==> src/rtl/uart_pkg.sv <==
// uart_pkg: shared UART state type, frame constants and baud divisor rounding
package uart_pkg;
    localparam int UART_DATA_BITS = 8;
    localparam int UART_STOP_BITS = 1;
    typedef enum logic [1:0] {IDLE, START, DATA, STOP} uart_tx_state_t;
    function automatic int uart_div(input int clk_freq, input int baud);
        return (clk_freq + baud / 2) / baud;
    endfunction
endpackage

==> src/rtl/uart_tx_fifo_if.sv <==
// uart_tx_fifo_if: producer write strobe, FIFO status flags and the serial line
interface uart_tx_fifo_if;
    import uart_pkg::*;
    logic [UART_DATA_BITS-1:0] tx_data;
    logic tx_wr;
    logic tx_full;
    logic tx_empty;
    logic tx_busy;
    logic tx_overflow;
    logic uart_txd;
    modport master (output tx_data, tx_wr, input tx_full, tx_empty, tx_busy, tx_overflow, uart_txd);
    modport slave (input tx_data, tx_wr, output tx_full, tx_empty, tx_busy, tx_overflow, uart_txd);
endinterface

==> src/rtl/sync_fifo.sv <==
// sync_fifo: power-of-two FIFO with combinational head and registered full/empty
module sync_fifo #(
    parameter int WIDTH = 8,
    parameter int DEPTH = 16
) (
    input  logic             clk,
    input  logic             rst,
    input  logic             wr,
    input  logic [WIDTH-1:0] wdata,
    input  logic             rd,
    output logic [WIDTH-1:0] rdata,
    output logic             full,
    output logic             empty
);
    localparam int AW = $clog2(DEPTH);
    if (DEPTH < 2 || (DEPTH & (DEPTH - 1)) != 0) begin : g_bad_depth
        $error("sync_fifo: DEPTH %0d must be a power of two >= 2", DEPTH);
    end
    logic [WIDTH-1:0] mem_q [DEPTH];
    logic [AW-1:0] wp_q, rp_q;
    logic [AW:0] cnt_q, cnt_d;
    logic full_q, empty_q, push, pop;
    assign push = wr && !full_q;
    assign pop = rd && !empty_q;
    assign cnt_d = cnt_q + (AW+1)'(push) - (AW+1)'(pop);
    always_ff @(posedge clk or posedge rst) begin
        if (rst) begin
            wp_q <= '0;
            rp_q <= '0;
            cnt_q <= '0;
            full_q <= 1'b0;
            empty_q <= 1'b1;
        end else begin
            wp_q <= wp_q + AW'(push);
            rp_q <= rp_q + AW'(pop);
            cnt_q <= cnt_d;
            full_q <= cnt_d == (AW+1)'(DEPTH);
            empty_q <= cnt_d == '0;
        end
    end
    always_ff @(posedge clk) begin
        if (push) mem_q[wp_q] <= wdata;
    end
    assign rdata = mem_q[rp_q];
    assign full = full_q;
    assign empty = empty_q;
endmodule

==> src/rtl/uart_tx_fifo.sv <==
// uart_tx_fifo: FIFO-buffered 8N1 UART transmitter driving the pad from a flop
module uart_tx_fifo
    import uart_pkg::*;
#(
    parameter int clk_freq = 100000000,
    parameter int uart_baud_rate = 1152000,
    parameter int fifo_depth = 16
) (
    input logic clk,
    input logic rst,
    uart_tx_fifo_if.slave bus
);
    localparam int DIV = uart_div(clk_freq, uart_baud_rate);
    localparam int CW = $clog2(DIV);
    if (DIV < 2) begin : g_bad_div
        $error("uart_tx_fifo: baud divisor %0d is below 2", DIV);
    end
    uart_tx_state_t state_q;
    logic [CW-1:0] baud_q;
    logic [2:0] bit_q;
    logic [UART_DATA_BITS-1:0] shift_q, head;
    logic txd_q, ovf_q, pop, empty, full, tick;
    assign tick = baud_q == CW'(DIV - 1);
    // pops only on registered non-empty, so a just-written byte waits one cycle
    assign pop = !empty && (state_q == IDLE || (state_q == STOP && tick));
    sync_fifo #(.WIDTH(UART_DATA_BITS), .DEPTH(fifo_depth)) u_fifo (
        .clk(clk),
        .rst(rst),
        .wr(bus.tx_wr),
        .wdata(bus.tx_data),
        .rd(pop),
        .rdata(head),
        .full(full),
        .empty(empty)
    );
    always_ff @(posedge clk or posedge rst) begin
        if (rst) begin
            state_q <= IDLE;
            baud_q <= '0;
            bit_q <= '0;
            shift_q <= '0;
            txd_q <= 1'b1;
            ovf_q <= 1'b0;
        end else begin
            if (bus.tx_wr && full) ovf_q <= 1'b1;
            baud_q <= (state_q == IDLE || tick) ? '0 : baud_q + 1'b1;
            case (state_q)
                IDLE: if (pop) begin
                    state_q <= START;
                    shift_q <= head;
                    txd_q <= 1'b0;
                end
                START: if (tick) begin
                    state_q <= DATA;
                    bit_q <= '0;
                    txd_q <= shift_q[0];
                end
                DATA: if (tick) begin
                    shift_q <= shift_q >> 1;
                    bit_q <= bit_q + 1'b1;
                    state_q <= bit_q == 3'd7 ? STOP : DATA;
                    txd_q <= bit_q == 3'd7 ? 1'b1 : shift_q[1];
                end
                STOP: if (tick) begin
                    state_q <= pop ? START : IDLE;
                    shift_q <= head;
                    txd_q <= !pop;
                end
                default: state_q <= IDLE;
            endcase
        end
    end
    assign bus.uart_txd = txd_q;
    assign bus.tx_full = full;
    assign bus.tx_empty = empty;
    assign bus.tx_busy = !empty || state_q != IDLE;
    assign bus.tx_overflow = ovf_q;
endmodule

==> src/flat_wrapper.sv <==
// flat-port wrapper written by rule: the top's interface ports become plain ports
module uart_tx_fifo_flat import uart_pkg::*;
#(
    parameter int clk_freq = 100000000,
    parameter int uart_baud_rate = 1152000,
    parameter int fifo_depth = 16
)
  (clk, rst, bus_tx_data, bus_tx_wr, bus_tx_full, bus_tx_empty, bus_tx_busy, bus_tx_overflow, bus_uart_txd);
  uart_tx_fifo_if bus_i ();
  input logic clk;
  input logic rst;
  input wire logic [$bits(bus_i.tx_data)-1:0] bus_tx_data;
  input wire logic [$bits(bus_i.tx_wr)-1:0] bus_tx_wr;
  output wire logic [$bits(bus_i.tx_full)-1:0] bus_tx_full;
  output wire logic [$bits(bus_i.tx_empty)-1:0] bus_tx_empty;
  output wire logic [$bits(bus_i.tx_busy)-1:0] bus_tx_busy;
  output wire logic [$bits(bus_i.tx_overflow)-1:0] bus_tx_overflow;
  output wire logic [$bits(bus_i.uart_txd)-1:0] bus_uart_txd;
  assign bus_i.tx_data = bus_tx_data;
  assign bus_i.tx_wr = bus_tx_wr;
  assign bus_tx_full = bus_i.tx_full;
  assign bus_tx_empty = bus_i.tx_empty;
  assign bus_tx_busy = bus_i.tx_busy;
  assign bus_tx_overflow = bus_i.tx_overflow;
  assign bus_uart_txd = bus_i.uart_txd;
  uart_tx_fifo #(.clk_freq(clk_freq), .uart_baud_rate(uart_baud_rate), .fifo_depth(fifo_depth)) u_core (.clk(clk), .rst(rst), .bus(bus_i));
endmodule
==> config.mk <==
export PLATFORM = sky130hd
export DESIGN_NAME = uart_tx_fifo_flat
export DESIGN_NICKNAME = d
export VERILOG_FILES = /design/src/rtl/uart_pkg.sv /design/src/rtl/uart_tx_fifo_if.sv /design/src/rtl/sync_fifo.sv /design/src/rtl/uart_tx_fifo.sv /design/src/flat_wrapper.sv
export SDC_FILE = /design/constraint.sdc
export NUM_CORES = 1
export LEC_CHECK = 0
export CAP_MARGIN = 40
export CORE_ASPECT_RATIO = 0.6
export CORE_MARGIN = 5
export CORE_UTILIZATION = 30
export CTS_CLUSTER_DIAMETER = 120
export DETAILED_ROUTE_END_ITERATION = 8
export PLACE_DENSITY = 0.42
export RECOVER_POWER = 50
export SYNTH_ARGS = -nofsm -noshare
export SYNTH_HDL_FRONTEND = slang
export SYNTH_HIERARCHICAL = 1
export SYNTH_SLANG_ARGS = --single-unit
==> constraint.sdc <==
create_clock -name clk -period 3.45 [get_ports clk]
set_clock_uncertainty 0.05 [all_clocks]
set_input_delay 0.69 -clock clk [delete_from_list [all_inputs] [get_ports clk]]
set_output_delay 0.69 -clock clk [all_outputs]
set_load 0.05 [all_outputs]
Run 1, supply network:
Pins as bars on the die edge. Tap cells in grey.
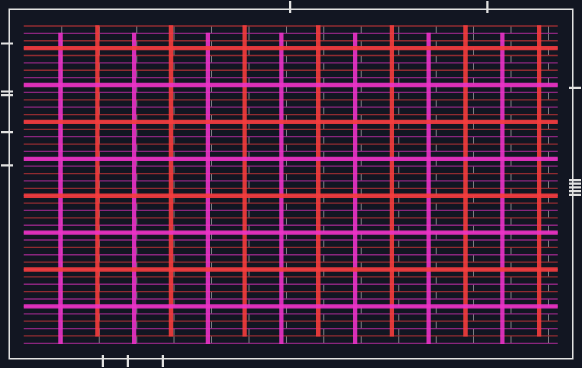
[magenta] VSS
[red] VDD
signal pins: 16
rows: 43
met4 straps: 14
Die X: 207 µm
die span in y: 128 µm
Core ar.: 23000 µm²
Peak VDD IR: 347 µV

Run 1, sequential cells coloured by netlist name:
Other sequential cells in the stronger grey, the rest of the logic in the fainter grey.
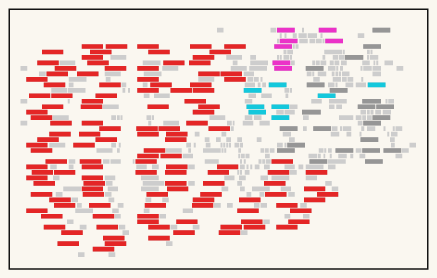
[cyan] u_core/shift_q | sequential cells: 8
[red] u_core/u_fifo/mem_q | sequential cells: 128
[magenta] u_core/baud_q | sequential cells: 7
final core utilization: 35.4%
Reg area: 4770 µm²
Seq area share: 58.5%
power in sequential cells: 2.52 mW

Run 1, clock distribution:
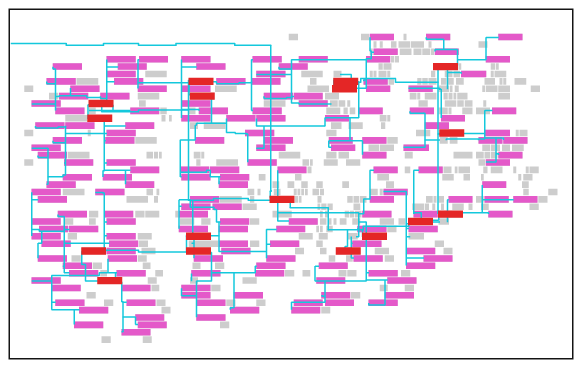
[red] clock drivers | count: 17
[cyan] clock wires | length: 2070 µm
[magenta] flip-flops | count: 165
routed clock nets: 18
clock share of power: 36.3%
later-pin clock latency in the skew report: 430 ps
Clock Power: 1.86 mW

==> run 1: layer usage <==
layer  vias up  routed length (µm)  share of wire, %
met5         -                   0                 0
met4         0                 160               1.1
met3        11                 448               3.0
met2        39                6350                43
met1      1837                7950                53
li1       1677                   -                 -
==> run 1: worst register-to-register path, delay by kind of cell (launching register included) <==
family | cells | cell delay [ps]
adder cells (fa/ha/maj) | 3 | 760
XOR/XNOR | 2 | 270
AND-OR/OR-AND | 3 | 420
buffers and inverters | 1 | 70
AND/OR/NAND/NOR | 5 | 990
flip-flops | 1 | 410
==> run 1: final cells by class <==
type / count / area, µm²
clock buffer: 17 / 425
clock inverter: 15 / 159
fill: 2240 / 14900
inverter: 12 / 45.0
multi-input combinational: 216 / 2010
sequential: 165 / 4770
tap: 315 / 394
timing repair buffer: 40 / 347
==> run 1: cell families (layout without fill, tap and decap cells) <==
| logic type | after synthesis | count (layout) | share of synthesized area [%] |
|---|---|---|---|
| simple gates | 67 | 67 | 4.56 |
| xor+xnor | 15 | 15 | 1.88 |
| compound gates | 53 | 53 | 6.40 |
| flops | 165 | 165 | 68.2 |
| buf+inv | 32 | 84 | 3.08 |
| mux | 64 | 64 | 12.7 |
| fa+ha+maj | 17 | 17 | 3.15 |
==> run 1: worst paths after layout <==
check | from | endpoint | slack [ps] | cells after the start
worst max-delay path | u_core/baud_q[0] | u_core/u_fifo/full | 380 | 14
worst min-delay path | u_core/bus.tx_overflow | u_core/bus.tx_overflow | 410 | 1
max in group asynchronous | rst | u_core/shift_q[6] | 1700 | 3
worst min register to register | u_core/bus.tx_overflow | u_core/bus.tx_overflow | 410 | 1
worst max register to register | u_core/baud_q[0] | u_core/u_fifo/full | 380 | 14
min in group asynchronous | rst | u_core/shift_q[0] | 630 | 2
==> run 1: placed cells by master, fill, tap and decap left out, types with 2 or more instances in the layout <==
cell type        count
a22oi_1              8
mux2i_1             32
inv_1               11
clkinvlp_4           3
nand2b_1             3
nand3_1              5
nand2_1             16
dfrtp_1             34
inv_8                3
clkdlybuf4s50_1      5
inv_6                5
xor2_1               6
and2_1               2
clkbuf_16           17
nor2b_1              3
a21o_1               4
dfstp_2              2
ha_1                16
or3_1                2
a32o_1               2
edfxtp_1           128
buf_4               23
mux4_2              16
xnor2_1              9
o31ai_1              2
mux2_4               8
a221oi_2             9
nor2_1              24
mux2_2               8
a21oi_1              5
dlygate4sd3_1       10
a221oi_1             8
o21ai_0             10
nor3_1               5
==> run 1: per-stage QoR <==
| step | area [µm²] | hold slack, ps |
|---|---|---|
| 2_1_floorplan | 7000 | 396 |
| 4_1_cts | 8180 | 417 |
| 6_report | 8160 | 407 |
| 5_1_grt | 8160 | 438 |
| 3_5_place_dp | 7590 | 402 |
| 3_3_place_gp | 7560 | 388 |
==> run 1: state kept, by name, summed over array words and instances, names as in the netlist, 2 cells and up <==
name and flops:
u_core/shift_q 8, u_core/u_fifo/mem_q 128, u_core/u_fifo/cnt_q 5, u_core/baud_q 7, u_core/state_q 2, u_core/bit_q 3
u_core/u_fifo/wp_q 4, u_core/u_fifo/rp_q 4
==> metrics.csv, run 1 <==
metric;value;unit
DRC viols;0;
RSZ-0062 raised after global routing;false;
Net Switching;1.41;mW
Critical Path, Cell by Cell;inv_1 -> ha_1 -> and4b_4 -> and2_4 -> a21oi_1 -> nor2_1 -> nor2b_2 -> xnor2_1 -> ha_1 -> fa_1 -> a21o_1 -> a21oi_1 -> xnor2_1 -> nor3b_1;
Syn Inst Count;413;
pin count of the biggest net entering global routing;22;
placed insts;748;
Slowest cell on crit path;dfrtp_1;
worst path bufs/invs;1;
initial drt markers;160;
clk buf depth;2;
io pins;16;
cells in synth_stat.txt;413;
final slew viol count;0;
GPL Wtd Cong;0.736;
clock slew at reported path FFs;70;ps
most used routing layer;met1;
ys flop type;edfxtp_1;
Post-CTS Setup Bufs;0;
Mapped Nets;441;
Seq pwr share;49.2;%
met3 Use GR;3.33;%
worst-path fanout max;7;
top cell type by instance count after synthesis;edfxtp_1;
vias;3564;
CP arrival;3360;ps
via/cell ratio;4.57;
synthesis-to-finish area growth;16.6;%
final worst path period share;88.8;%
Yosys top cell by area;edfxtp_1;
GRT Util Overall;11.8;%
Lkg Pwr;3.12;nW
antenna violations before repair;0;
Hold WC Path Type;reg -> reg;
P_comb;0.746;mW
post-DP HPWL;10.1;mm
grt met1 use;17.5;%
Least-Margin Pin Slew;797;ps
synthesis area per yosys;7000;µm²
Async SR Flop Fraction;22.4;%
Site Rows;43;
slowest stage delay, CP;410;ps
fp util;30.4;%
number of setup violations in the final report;0;
top cells, area;edfxtp_1 55%, dfrtp_1 13%, mux4_2 5.2%;
post-route setup slack;385;ps
max cap viols;0;
DR WL/cell;19.1;µm
Syn Area/Cell;16.9;µm²
CTS Sinks;165;
Warnings, synthesis;6;
Top-area cell share;54.9;%
total chip power;5.13;mW
P_int;3.72;mW
count of tool warnings;31;
sequential share of the synthesized area;68.2;%
Top power group;registers;
PortBufs;15;
Distinct lib cells used;46;
critical path launch point type;flop;
gr ovfl total;0;
cts repair resizes;0;
Ant. Diodes;0;
status;completed;
via count of the first global-routing pass;3619;
first-pass GRT wire length;22.8;mm
share of cells above drive strength 1;22.2;%
Fin. Hold Viols;0;
Min Clock Period, post-route;3070;ps
CTS Hold Bufs;0;
==> inputs of run 2 (changes only) <==
--- a/config.mk
+++ b/config.mk
@@ -6,12 +6,14 @@
 export NUM_CORES = 1
 export LEC_CHECK = 0
 export CAP_MARGIN = 40
+export CELL_PAD_IN_SITES_DETAIL_PLACEMENT = 0
+export CELL_PAD_IN_SITES_GLOBAL_PLACEMENT = 1
 export CORE_ASPECT_RATIO = 0.6
 export CORE_MARGIN = 5
 export CORE_UTILIZATION = 30
 export CTS_CLUSTER_DIAMETER = 120
 export DETAILED_ROUTE_END_ITERATION = 8
-export PLACE_DENSITY = 0.42
+export PLACE_DENSITY = 0.48
 export RECOVER_POWER = 50
 export SYNTH_ARGS = -nofsm -noshare
 export SYNTH_HDL_FRONTEND = slang
Run 2, congestion heat map:
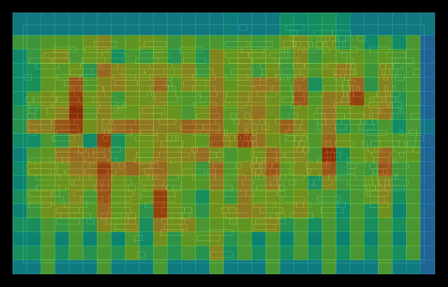
final core utilization: 35.5%
GRT Util Overall: 12.1%
met2 usage: 17.6%
met3 Use GR: 2.62%
most used routing layer: met1

==> run 2 against run 1 <==
Compared with the run above: utilization rose by 0.098 points; die area did not move; largest cell class unchanged; clock power rose by 5%; first-iteration DRC count rose by 44%; maximum frequency fell by 2.6%; sequential share of layout area fell by 0.16 points; critical path type unchanged; largest power group unchanged.
==> metrics.csv, run 2 <==
metric;value;unit;change
max reg flops;128;;unchanged
post-DP HPWL;10.3;mm;+2.1%
Post-CTS Setup Bufs;0;;unchanged
via count of the first global-routing pass;3886;;+7.4%
antenna violations before repair;0;;unchanged
synthesis-to-finish area growth;16.9;%;
vias;3617;;+1.5%
Ant. Diodes;0;;unchanged
CTS Sinks;165;;unchanged
share of cells above drive strength 1;21.7;%;-0.48 points
clk buf depth;2;;unchanged
top cells, area;edfxtp_1 55%, dfrtp_1 13%, mux4_2 5.2%;;
sequential share of the synthesized area;68.2;%;unchanged
cts repair resizes;0;;unchanged
CP arrival;3430;ps;+70 ps
Slowest cell on crit path;dfrtp_1;;
Min Clock Period, post-route;3150;ps;+83.0 ps
gr ovfl total;0;;unchanged
Syn Inst Count;413;;unchanged
crit path launch;u_core/baud_q[0];;
later-pin clock latency in the skew report;430;ps;about the same
GPL Wtd Cong;0.722;;-1.8%
Top-area cell share;54.9;%;unchanged
number of setup violations in the final report;0;;unchanged
first-pass GRT wire length;23.7;mm;+3.8%
Syn Area/Cell;16.9;µm²;unchanged
Distinct lib cells used;46;;unchanged
cells in synth_stat.txt;413;;unchanged
most numerous logic cells after layout;128 x edfxtp_1, 34 x dfrtp_1, 32 x mux2i_1;;
Yosys top cell by area;edfxtp_1;;
Peak VDD IR;356;µV;+2.8%
top cell type by instance count after synthesis;edfxtp_1;;
Hold WC Path Type;reg -> reg;;
fp util;30.4;%;unchanged
CTS Hold Bufs;0;;unchanged
DR WL/cell;19.4;µm;+1.7%
Fin. Hold Viols;0;;unchanged
Most flops, register;u_core/u_fifo/mem_q;;
Lkg Pwr;3.14;nW;+0.68%
Mapped Nets;441;;unchanged
Die X;207;µm;unchanged
max cap viols;0;;unchanged
final worst path period share;91.2;%;+2.4 points
PortBufs;15;;unchanged
io pins;16;;unchanged
critical path launch point type;flop;;
Hold Startpoint;u_core/bus.tx_overflow;;
status;completed;;
Least-Margin Pin Slew;933;ps;+135 ps
final slew viol count;0;;unchanged
grt met1 use;17.8;%;+0.24 points
synthesis area per yosys;7000;µm²;unchanged
initial drt markers;231;;+44%
RR Startpoint;u_core/baud_q[0];;
Run 2, sequential cells coloured by netlist name:
Other sequential cells in the stronger grey, the rest of the logic in the fainter grey.
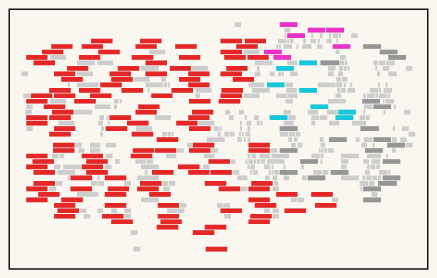
[red] u_core/u_fifo/mem_q | sequential cells: 128
[cyan] u_core/shift_q | sequential cells: 8
[magenta] u_core/baud_q | sequential cells: 7
Seq area share: 58.4%

run 2: cell counts after synthesis:
No cell type changed its count.
run 2: layer usage:
| metal | part of all wire (%) | vias up |
|---|---|---|
| met1 | 53 | 1873 |
| met5 | 0 | - |
| met4 | 1.4 | 0 |
| met3 | 3.0 | 16 |
| met2 | 43 | 57 |
| li1 | - | 1671 |
run 2: per-stage QoR:
| stage | hold WS (ps) | cell area, µm² | total power, mW | cells | worst slack (ps) |
|---|---|---|---|---|---|
| 2_1_floorplan | 396 | 7000 | 3.03 | 413 | 529 |
| 3_3_place_gp | 400 | 7570 | 3.30 | 748 | 363 |
| 3_5_place_dp | 400 | 7600 | 3.32 | 749 | 303 |
| 4_1_cts | 415 | 8200 | 5.30 | 781 | 270 |
| 5_1_grt | 438 | 8180 | 5.48 | 781 | 49.6 |
| 6_report | 410 | 8180 | 5.23 | 781 | 302 |
run 2: final cells by class:
class	count	area (µm²)
clock buffer	18	429
clock inverter	14	173
fill	2246	14800
sequential	165	4770
tap	315	394
timing repair buffer	41	354
inverter	12	45.0
multi-input combinational	216	2010
run 2: logic make-up (layout without fill, tap and decap cells):
group | after synthesis | after routing | share of synthesized area, %
mux | 64 | 64 | 12.7
simple gates | 67 | 67 | 4.56
buf+inv | 32 | 85 | 3.08
compound gates | 53 | 53 | 6.40
fa+ha+maj | 17 | 17 | 3.15
flops | 165 | 165 | 68.2
xor+xnor | 15 | 15 | 1.88
run 2: critical path: cells and delay by family (launching register included):
family	cells	cell delay [ps]
XOR/XNOR	2	300
buffers and inverters	1	70
flip-flops	1	400
AND-OR/OR-AND	3	410
AND/OR/NAND/NOR	5	1070
adder cells (fa/ha/maj)	3	760
run 2: report_power, final:
group	leakage (nW)	switching, mW	total (mW)	internal (mW)
registers	1.60	0.118	2.52	2.41
clock network	0.294	0.808	1.96	1.15
logic	1.24	0.454	0.746	0.292
run 2: path summary, 6_finish.rpt:
kind,slack [ps],cells after the start,endpoint
hold / removal,410,1,u_core/bus.tx_overflow
min in group asynchronous,620,2,u_core/bus.tx_overflow
setup reg to reg,300,14,u_core/u_fifo/full
max in group asynchronous,1600,3,u_core/shift_q[3]
hold reg to reg,410,1,u_core/bus.tx_overflow
setup / recovery,300,14,u_core/u_fifo/full
Power figures rest on the tool's default switching activity, not on a simulated workload.
